**src/rtl/mat_mul_ctrl.sv**
```systemverilog
// mat_mul_ctrl: sequences an IxJ by JxK float matrix multiply through one
// shared external vec_dot unit. One row/column pair is issued per cycle in
// row-major order. Each issue is tagged with its output index, and that tag
// travels down a pipeline that matches the dot-product latency, so every
// returning result lands in the correct output element. Float words are
// routed only; no arithmetic is done on them.
module mat_mul_ctrl #(
   parameter int EXP_WIDTH   = 8,
   parameter int MANT_WIDTH  = 23,
   parameter int I           = 4,
   parameter int J           = 4,
   parameter int K           = 4,
   parameter int DOT_LATENCY = 3,
   localparam int FW         = 1 + EXP_WIDTH + MANT_WIDTH
) (
   input  logic              clk,
   input  logic              rst,
   input  logic              i_start,
   input  logic [I*J*FW-1:0] i_lhs,
   input  logic [J*K*FW-1:0] i_rhs,
   output logic              o_busy,
   output logic              o_done,
   output logic [I*K*FW-1:0] o_out,
   output logic [J*FW-1:0]   o_dot_lhs,
   output logic [J*FW-1:0]   o_dot_rhs,
   input  logic [FW-1:0]     i_dot_result
);

   localparam int N  = I * K;
   localparam int RW = (I > 1) ? $clog2(I) : 1;
   localparam int CW = (K > 1) ? $clog2(K) : 1;
   localparam int XW = (N > 1) ? $clog2(N) : 1;
   localparam int DW = (DOT_LATENCY > 1) ? $clog2(DOT_LATENCY) : 1;

   localparam logic [RW-1:0] ROW_LAST   = RW'(I - 1);
   localparam logic [CW-1:0] COL_LAST   = CW'(K - 1);
   localparam logic [DW-1:0] DRAIN_LAST = DW'((DOT_LATENCY > 0) ? DOT_LATENCY - 1 : 0);

   localparam logic [1:0] S_IDLE  = 2'd0;
   localparam logic [1:0] S_ISSUE = 2'd1;
   localparam logic [1:0] S_DRAIN = 2'd2;
   localparam logic [1:0] S_DONE  = 2'd3;

   logic [1:0]          r_state;
   logic [RW-1:0]       r_row;
   logic [CW-1:0]       r_col;
   logic [XW-1:0]       r_idx;
   logic [DW-1:0]       r_drain;
   logic [I*J*FW-1:0]   r_lhs;
   logic [J*K*FW-1:0]   r_rhs;
   logic [FW-1:0]       r_out [N];

   logic                w_accept;
   logic                w_issue;
   logic                w_last_issue;
   logic                w_wr_vld;
   logic [XW-1:0]       w_wr_idx;

   // A new run may begin from IDLE, or back-to-back from the DONE cycle.
   assign w_accept     = i_start && ((r_state == S_IDLE) || (r_state == S_DONE));
   assign w_issue      = (r_state == S_ISSUE);
   assign w_last_issue = w_issue && (r_row == ROW_LAST) && (r_col == COL_LAST);

   assign o_busy = (r_state == S_ISSUE) || (r_state == S_DRAIN);
   assign o_done = (r_state == S_DONE);

   // Control FSM. The row/col counters step row-major, with col wrapping into
   // row, so no divider is needed. r_idx is the matching linear index.
   always_ff @(posedge clk or posedge rst) begin
      // NOTE: all clocked state uses non-blocking assignments so every register samples pre-edge values.
      if (rst) begin
         r_state <= S_IDLE;
         r_row   <= '0;
         r_col   <= '0;
         r_idx   <= '0;
         r_drain <= '0;
      end else begin
         case (r_state)
            S_IDLE, S_DONE: begin
               if (w_accept) begin
                  r_state <= S_ISSUE;
                  r_row   <= '0;
                  r_col   <= '0;
                  r_idx   <= '0;
               end else begin
                  r_state <= S_IDLE;
               end
            end
            S_ISSUE: begin
               if (w_last_issue) begin
                  r_row   <= '0;
                  r_col   <= '0;
                  r_idx   <= '0;
                  r_drain <= '0;
                  r_state <= (DOT_LATENCY == 0) ? S_DONE : S_DRAIN;
               end else begin
                  r_idx <= r_idx + XW'(1);
                  if (r_col == COL_LAST) begin
                     r_col <= '0;
                     r_row <= r_row + RW'(1);
                  end else begin
                     r_col <= r_col + CW'(1);
                  end
               end
            end
            S_DRAIN: begin
               if (r_drain == DRAIN_LAST) begin
                  r_state <= S_DONE;
               end else begin
                  r_drain <= r_drain + DW'(1);
               end
            end
            default: r_state <= S_IDLE;
         endcase
      end
   end

   // Capture the operands on the accept edge only. Later start pulses or
   // operand changes during a run are ignored.
   always_ff @(posedge clk or posedge rst) begin
      if (rst) begin
         r_lhs <= '0;
         r_rhs <= '0;
      end else if (w_accept) begin
         r_lhs <= i_lhs;
         r_rhs <= i_rhs;
      end
   end

   // Drive the current lhs row and rhs column to vec_dot while issuing.
   // Drive zero at all other times.
   always_comb begin
      // NOTE: defaults first so every path assigns both outputs and no latch is inferred.
      o_dot_lhs = '0;
      o_dot_rhs = '0;
      if (w_issue) begin
         o_dot_lhs = r_lhs[int'(r_row) * (J * FW) +: J * FW];
         for (int j = 0; j < J; j++) begin
            o_dot_rhs[j * FW +: FW] = r_rhs[(j * K + int'(r_col)) * FW +: FW];
         end
      end
   end

   generate
      if (DOT_LATENCY == 0) begin : g_no_pipe
         // A zero-latency vec_dot answers in the issue cycle itself.
         assign w_wr_vld = w_issue;
         assign w_wr_idx = r_idx;
      end else begin : g_pipe
         logic [DOT_LATENCY-1:0] r_pipe_vld;
         logic [XW-1:0]          r_pipe_idx [DOT_LATENCY];

         // Valid/index tag pipeline, aligned with the vec_dot latency.
         always_ff @(posedge clk or posedge rst) begin
            if (rst) begin
               r_pipe_vld <= '0;
               for (int s = 0; s < DOT_LATENCY; s++) begin
                  r_pipe_idx[s] <= '0;
               end
            end else begin
               r_pipe_vld[0] <= w_issue;
               r_pipe_idx[0] <= r_idx;
               for (int s = 1; s < DOT_LATENCY; s++) begin
                  r_pipe_vld[s] <= r_pipe_vld[s-1];
                  r_pipe_idx[s] <= r_pipe_idx[s-1];
               end
            end
         end

         assign w_wr_vld = r_pipe_vld[DOT_LATENCY-1];
         assign w_wr_idx = r_pipe_idx[DOT_LATENCY-1];
      end
   endgenerate

   // Result matrix. It is written only by tagged returning dot results, and
   // holds its value at all other times.
   always_ff @(posedge clk or posedge rst) begin
      if (rst) begin
         // NOTE: the result array is flip-flops that must read zero after reset, so each entry is cleared here.
         for (int e = 0; e < N; e++) begin
            r_out[e] <= '0;
         end
      end else if (w_wr_vld) begin
         r_out[w_wr_idx] <= i_dot_result;
      end
   end

   generate
      for (genvar e = 0; e < N; e++) begin : g_out_pack
         assign o_out[e * FW +: FW] = r_out[e];
      end
   endgenerate

endmodule

```
**config.mk**
```make
export PLATFORM = sky130hd
export DESIGN_NAME = mat_mul_ctrl
export DESIGN_NICKNAME = d
export VERILOG_FILES = /design/src/rtl/mat_mul_ctrl.sv
export SDC_FILE = /design/constraint.sdc
export NUM_CORES = 2
export LEC_CHECK = 0
export CAP_MARGIN = 25
export CORE_AREA = 2 2 707 709
export CTS_CLUSTER_SIZE = 28
export DETAILED_ROUTE_END_ITERATION = 10
export DIE_AREA = 0 0 709 711
export PLACE_DENSITY = 0.39
export SYNTH_ARGS = -nofsm -noshare
export SYNTH_HDL_FRONTEND = slang
export SYNTH_SLANG_ARGS = --single-unit
```
**constraint.sdc**
```tcl
create_clock -name clk -period 70.6 [get_ports clk]
set_clock_uncertainty 0.1 [all_clocks]
set_input_delay 14.12 -clock clk [delete_from_list [all_inputs] [get_ports clk]]
set_output_delay 14.12 -clock clk [all_outputs]
set_load 0.01 [all_outputs]
```
### Register map, names as in the netlist

Scale bar: 200 um. Other sequential cells in the stronger grey, the rest of the logic in the fainter grey.
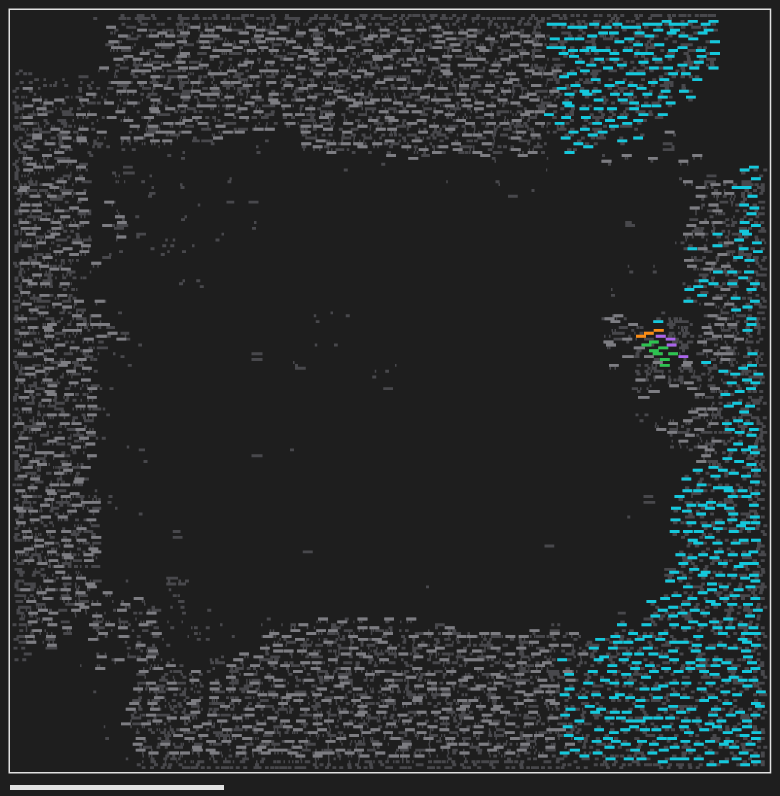
- cyan: o_out (placed flops 512; where a column on the right)
- green: g_pipe.r_pipe_idx (placed flops 8; where right middle)
- purple: w_wr_idx (placed flops 4; where right middle)
- orange: g_pipe.r_pipe_vld (placed flops 3)
- not coloured: 1,036

### Cell placement

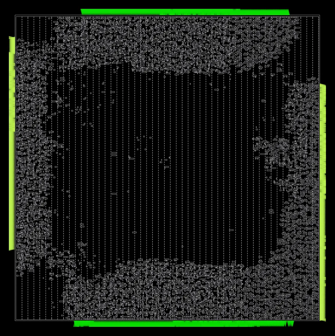
Util after Layout: 19.9%
core area: 496,000 um^2
Well Taps: 6,655

==> flow_metrics.tcl <==
# yosys + openroad results
set metrics [dict create \
    cp_max_fo 144 \
    synth_area_um2 66000 \
    final_layout_top_logic_cell "nand2_1" \
    async_flop_share_pct 100 \
    cts_setup_buffers 0 \
    finalWorstSetupSlack_ns 51.33 \
    seqPwrFrac_pct 37.1 \
    hold_viol 0 \
    power.total_mw 3.93 \
    rsz0062_at_grt "no" \
    p_int_mw 2.44 \
    n_all_inverters 9 \
    grtUsageMet1_pct 15.7 \
    wirelength_um 350000 \
    worst_pin_slew_ns 1.14 \
    grt_overflow_total 0 \
    fmax_mhz 51.9 \
    powerSeq_mw 1.46 \
    synth-cells-yosys 6140 \
    yosys_area_um2 66000 \
    ios 1829 \
    status "finished clean" \
    maxPowerGroup "sequential cells" \
    crit_path_frequent_cell "buf_4" \
    viasPerCell 3.52 \
    rows 259 \
    ff_type "dfrtp_1" \
    vias 51900 \
    comb_area_um2 25200 \
    dp_hpwl_um 268000 \
    clock_cell_area_share_pct 6.56 \
    area_growth_pct 49.8 \
    fin_crit_sh_pct 27.3 \
    placed_cell_area_um2 92000 \
    postSynthSeqShare_pct 59.3 \
    crit_end "r_lhs[453]$_DFFE_PP0P_" \
    reg2reg_from "r_state[0]$_DFFE_PP0P_" \
    ys_sh_mux_pct 17.5 \
    first_iter_violations 2977 \
    holdBufCountCts 0 \
    nonClkBufAreaFrac_pct 19.7 \
    clk_latency_ns 0.90 \
    top_area_share_pct 59.3 \
    first_pass_iters 5 \
    rr_worst_depth 10 \
    drive_gt1_share_pct 15.0 \
    edf_count 0 \
    yosys.area_share.adder_pct 0.133 \
    cts-root-buf "clkbuf_16" \
    top_layer "met5" \
    flop-count 1563 \
    fillCellCount 54700 \
    fp_nets 7206 \
    ys_top_logic_family "simple AND/OR/NAND/NOR gates" \
    netlist_instances 6140 \
    synth-xor-area-share_pct 0 \
    ys_top_cells_by_area "dfrtp_1 59%, nand2_1 18%, mux4_2 8.7%" \
    grt_pass1_wl_um 473000 \
    max_cap_viol_count 0 \
    fin_cells 14700 \
    dr_wl_met3_um 27400 \
    critPathBufInv 9 \
    worstPathArrival_ns 20.03 \
    grt_pass1_vias 53300 \
    wl_met1_um 140000 \
    ys_sh_aoi_pct 0.226 \
    end_kind "async pin" \
    die_y_um 711 \
    yosysTopAreaCell "dfrtp_1" \
    p_clk_share_pct 26.3 \
    post_synth.cell_area_avg_um2 10.7 \
    holdPathEnd "g_pipe.r_pipe_idx[5]$_DFF_PP0_" \
    clk_pin_slew_ns 0.06 \
    critical-path-top-delay-family "buffers and inverters" \
    diodes 62 \
    pg_comb_mw 1.44 \
    lay_top_cells "3,077 x nand2_1, 1,824 x clkdlybuf4s50_1, 1,559 x dfrtp_1" \
    tns_ns 0 \
    relSlewSlack_pct 24.1 \
    port_buffers 1828 \
    min_path_type "reg2reg" \
    switching_share_pct 37.8 \
]
### Wire density map

35 x 36 tiles, from dark blue (low) to red (high), scaled to the fullest tile. Values are wire area over tile area, all layers added.
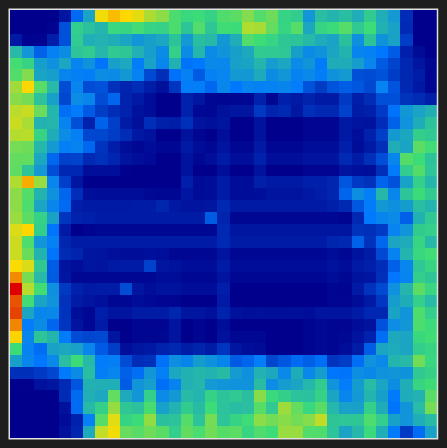
- mean over tiles: 0.11
- fullest tile: 0.52
- emptiest ninth of the die: middle
- nearly empty tiles: 18%

